## config.mk

```make
export PLATFORM = sky130hd
export DESIGN_NAME = ft60x_tx_arb_flat
export DESIGN_NICKNAME = d
export VERILOG_FILES = /design/src/rtl/ft60x_tx_arb_if.sv /design/src/rtl/ft60x_tx_arb.sv /design/src/flat_wrapper.sv
export SDC_FILE = /design/constraint.sdc
export NUM_CORES = 1
export LEC_CHECK = 0
export CAP_MARGIN = 20
export CORE_MARGIN = 2
export CORE_UTILIZATION = 55
export CTS_CLUSTER_DIAMETER = 120
export DETAILED_ROUTE_END_ITERATION = 8
export DONT_BUFFER_PORTS = 1
export GPL_ROUTABILITY_DRIVEN = 1
export PLACE_DENSITY_LB_ADDON = 0.3
export REMOVE_ABC_BUFFERS = 1
export SLEW_MARGIN = 10
export SYNTH_ARGS = -nofsm -noshare
export SYNTH_HDL_FRONTEND = slang
export SYNTH_SLANG_ARGS = --single-unit
```

## constraint.sdc

```tcl
create_clock -name clk_i -period 4.1 [get_ports clk_i]
set_clock_uncertainty 0.05 [all_clocks]
set_input_delay 0.41 -clock clk_i [delete_from_list [all_inputs] [get_ports clk_i]]
set_output_delay 0.41 -clock clk_i [all_outputs]
set_load 0.02 [all_outputs]
```

## src/rtl/ft60x_tx_arb_if.sv

```systemverilog
// ft60x_tx_arb_if: channel request bundle plus the FT60x inport stream seen by the Tx arbiter
interface ft60x_tx_arb_if #(parameter int NUM_CH = 4);
  logic [NUM_CH-1:0]    req_valid_i;
  logic [16*NUM_CH-1:0] req_data_i;
  logic [NUM_CH-1:0]    req_last_i;
  logic [NUM_CH-1:0]    req_accept_o;
  logic                 outport_valid_o;
  logic [15:0]          outport_data_o;
  logic                 outport_accept_i;
  modport slave (
    input  req_valid_i, req_data_i, req_last_i, outport_accept_i,
    output req_accept_o, outport_valid_o, outport_data_o
  );
  modport master (
    output req_valid_i, req_data_i, req_last_i, outport_accept_i,
    input  req_accept_o, outport_valid_o, outport_data_o
  );
endinterface

```

## src/rtl/ft60x_tx_arb.sv

```systemverilog
// ft60x_tx_arb: round-robin framing arbiter for the FT60x Tx inport (header, payload, trailer).
// FT60X_ARB_PRIO_EN: channel 0 wins arbitration whenever it requests.
module ft60x_tx_arb #(
  parameter int NUM_CH    = 4,
  parameter int MAX_BURST = 256
) (
  input  logic           clk_i,
  input  logic           rst_i,
  ft60x_tx_arb_if.slave  bus,
  output logic [1:0]     grant_o,
  output logic           busy_o
);
  typedef enum logic [1:0] {IDLE, HDR, DATA, TRL} state_t;
  state_t      state_q;
  logic [1:0]  rr_q, grant_q, pick, rr_d;
  logic [10:0] count_q, count_d;
  logic        eop_q, xfer, cur_last;
  assign cur_last = bus.req_last_i[grant_q];
  assign xfer     = bus.outport_valid_o & bus.outport_accept_i;
  assign count_d  = count_q + 11'd1;
  assign rr_d     = (grant_q == 2'(NUM_CH - 1)) ? 2'd0 : grant_q + 2'd1;
  always_comb begin
    pick = rr_q;
    for (int k = NUM_CH - 1; k >= 0; k--)
      if (bus.req_valid_i[(int'(rr_q) + k) % NUM_CH]) pick = 2'((int'(rr_q) + k) % NUM_CH);
`ifdef FT60X_ARB_PRIO_EN
    if (bus.req_valid_i[0]) pick = 2'd0;
`endif
  end
  always_ff @(posedge clk_i or posedge rst_i) begin
    if (rst_i) begin
      state_q <= IDLE;
      rr_q    <= '0;
      grant_q <= '0;
      count_q <= '0;
      eop_q   <= 1'b0;
    end else begin
      case (state_q)
        IDLE: if (|bus.req_valid_i) begin
          grant_q <= pick;
          state_q <= HDR;
        end
        HDR: if (bus.outport_accept_i) state_q <= DATA;
        DATA: if (xfer) begin
          count_q <= count_d;
          if (cur_last || count_d == 11'(MAX_BURST)) begin
            eop_q   <= cur_last;
            state_q <= TRL;
          end
        end
        default: if (bus.outport_accept_i) begin
          state_q <= IDLE;
          count_q <= '0;
`ifdef FT60X_ARB_PRIO_EN
          if (grant_q != 2'd0) rr_q <= rr_d;
`else
          rr_q <= rr_d;
`endif
        end
      endcase
    end
  end
  // DATA is a pass-through of the granted channel; header/trailer come from registered state
  assign bus.outport_valid_o = (state_q == HDR) | (state_q == TRL) |
                               ((state_q == DATA) & bus.req_valid_i[grant_q]);
  assign bus.outport_data_o  = (state_q == HDR)  ? {4'hA, 2'b00, grant_q, 8'h00} :
                               (state_q == DATA) ? bus.req_data_i[16*grant_q +: 16] :
                               (state_q == TRL)  ? {4'h5, eop_q, count_q} : 16'h0000;
  assign bus.req_accept_o    = (state_q == DATA) ? NUM_CH'(bus.outport_accept_i) << grant_q : '0;
  assign grant_o = grant_q;
  assign busy_o  = state_q != IDLE;
endmodule

```

## src/flat_wrapper.sv

```systemverilog
// flat-port wrapper written by rule: the top's interface ports become plain ports
module ft60x_tx_arb_flat 
#(
  parameter int NUM_CH    = 4,
  parameter int MAX_BURST = 256
)
  (clk_i, rst_i, grant_o, busy_o, bus_req_valid_i, bus_req_data_i, bus_req_last_i, bus_outport_accept_i, bus_req_accept_o, bus_outport_valid_o, bus_outport_data_o);
  ft60x_tx_arb_if #(.NUM_CH(NUM_CH)) bus_i ();
  input  logic clk_i;
  input  logic rst_i;
  output logic [1:0] grant_o;
  output logic busy_o;
  input wire logic [$bits(bus_i.req_valid_i)-1:0] bus_req_valid_i;
  input wire logic [$bits(bus_i.req_data_i)-1:0] bus_req_data_i;
  input wire logic [$bits(bus_i.req_last_i)-1:0] bus_req_last_i;
  input wire logic [$bits(bus_i.outport_accept_i)-1:0] bus_outport_accept_i;
  output wire logic [$bits(bus_i.req_accept_o)-1:0] bus_req_accept_o;
  output wire logic [$bits(bus_i.outport_valid_o)-1:0] bus_outport_valid_o;
  output wire logic [$bits(bus_i.outport_data_o)-1:0] bus_outport_data_o;
  assign bus_i.req_valid_i = bus_req_valid_i;
  assign bus_i.req_data_i = bus_req_data_i;
  assign bus_i.req_last_i = bus_req_last_i;
  assign bus_i.outport_accept_i = bus_outport_accept_i;
  assign bus_req_accept_o = bus_i.req_accept_o;
  assign bus_outport_valid_o = bus_i.outport_valid_o;
  assign bus_outport_data_o = bus_i.outport_data_o;
  ft60x_tx_arb #(.NUM_CH(NUM_CH), .MAX_BURST(MAX_BURST)) u_core (.clk_i(clk_i), .rst_i(rst_i), .bus(bus_i), .grant_o(grant_o), .busy_o(busy_o));
endmodule
```

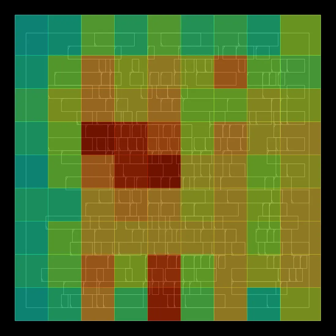
final_congestion.png
gr busiest metal: met2
grt met3 use: 6.96%

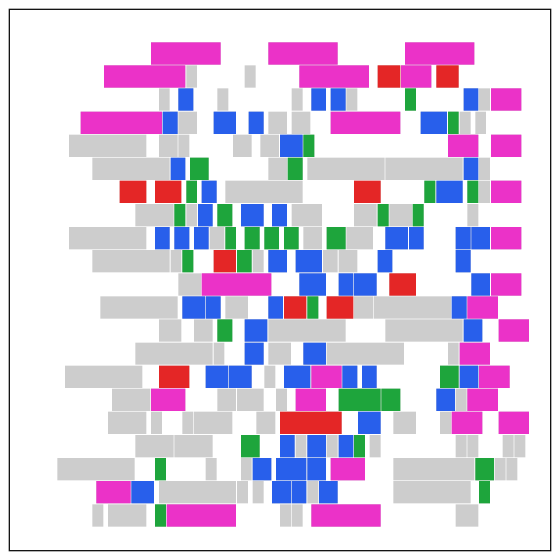
gate_families.png
| color | family | cells |
|---|---|---|
| blue | inverting AOI/OAI gates | 57 |
| magenta | multiplexers | 29 |
| green | NAND gates | 30 |
| red | AND-OR and OR-AND gates | 11 |
Comb area share: 69.6%
Commonest Layout Cell: nor2_1
Non-Filler Instances: 265

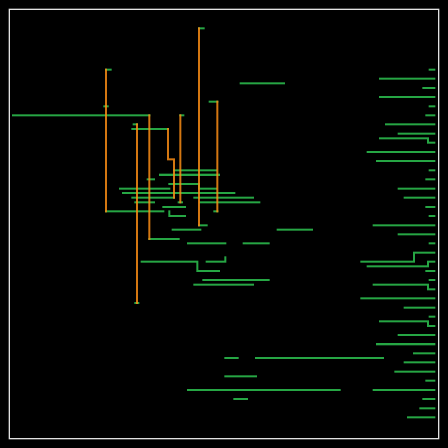
metal_stack.png
Two of the layers only.
| color | layer | wire length |
|---|---|---|
| green | met3 | 424 um |
| orange | met4 | 136 um |

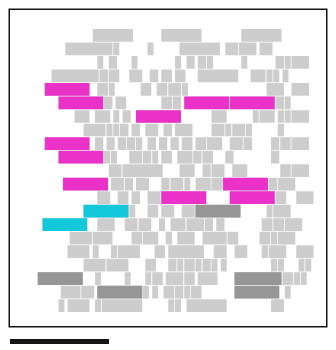
registers.png
Bar = 20 um. Other sequential cells in the stronger gray, the rest of the logic in the fainter gray.
| color | name in the netlist | flops |
|---|---|---|
| magenta | `u_core.count_q` | 11 |
| cyan | `u_core.state_q` | 2 |

==> Changelog: implementation <==
## Flow update

* Boundary pin count at 99
* Combinational power at 0.903 mW
* Area leader share at between 20% and 30%
* Post-route cell area at 0.00196 sq mm
* CP Launch Point: u_core.state_q[0]$_DFFE_PP0P_
* Pre-Place Util at 58.1%
* Dominant synthesized flop cell: dfrtp_1
* Top cells excl fill/tap: nor2_1, dfrtp_1, mux2i_1, nand2_1
* Top sig layer: met4
* Net switching power at 0.721 mW
* Clock-net power at 0.0933 mW
* Dominant combinational family: AND-OR/OR-AND gates
* Layout clock area frac at under 10%
* DR WL/cell at 18.7 um
* Critical-path top delay cell: nor2b_1
* Seq_cells at 18
* Area leader, netlist: dfrtp_1
* First-pass GRT wire length at between 7000 and 8000 um
* Nonclk inv count at 12
* Setup ws final at 1190 ps
* Ys flops at 18
* Maximum vdd drop at around 420 uV
* Clock buffer count at 4
* Final core occ at between 50% and 60%
* Pwr Total at about 1.3 mW
* R2R Setup Slk at ~1400 ps
* Simple-Gate Area Share at around a fifth
* M1 wire length at 2020 um
* Sw Ratio at 54.6%
* Chip Height at 63.6 um
* Period utilization at 71.0%
* DRT Wirelength at 4950 um
* Most common cell on crit path: nor2_1
* CTS Root Buffer Type: clkbuf_4
* Logic cell area at 0.00137 sq mm
* Post-synth EDFFs at 0
* # Cells Yosys at roughly 230
* Top power group: combinational cells
* Data required, critical path at 3640 ps
* Leakage at 0.809 nW
* Largest net degree at the start of global routing at 33
* Seq share, synth at between 20% and 30%
* Max-cap viol count at 0
* Hold-fix buffers, CTS at 0
* Most instantiated library cell after synthesis: nor2_1
* GRT Util Overall at 23.8%
* Status: complete, no violations
* DRT iter0 DRCs at 108
* Largest register FFs at 11
* R2r startpoint: u_core.grant_o[0]$_DFFE_PP0P_
* Crit end category: output port
* Cell Area, Placed at approximately 0.0019 sq mm
* Yosys chip area at 0.00195 sq mm
* Flop area at 452 sq um
* Non-clock buffer count at 2
* Mapped Cells at 229
* Die x size at 63.6 um
* Mean Syn Cell Area at 8.53 sq um
* Detailed Place HPWL at about 3500 um
* Clk ins delay skew pair at between 200 and 300 ps
* R2R depth at 5
* Final nets at 302
* PwrDens at 674 mW/mm^2
* WP depth at 7
* PostCTS Resize Cnt at 0
* Met2 WL post-DR at 2380 um
* Die Size at 0.00404 sq mm
* M2 GR Usage at 38.3%
* Critical-path cell list: inv_1 > ha_1 > nor2b_1 > nand2_1 > a21oi_1 > nor2_1 > nor2_1
No activity file was given, so power comes from the tool's default toggle rates.
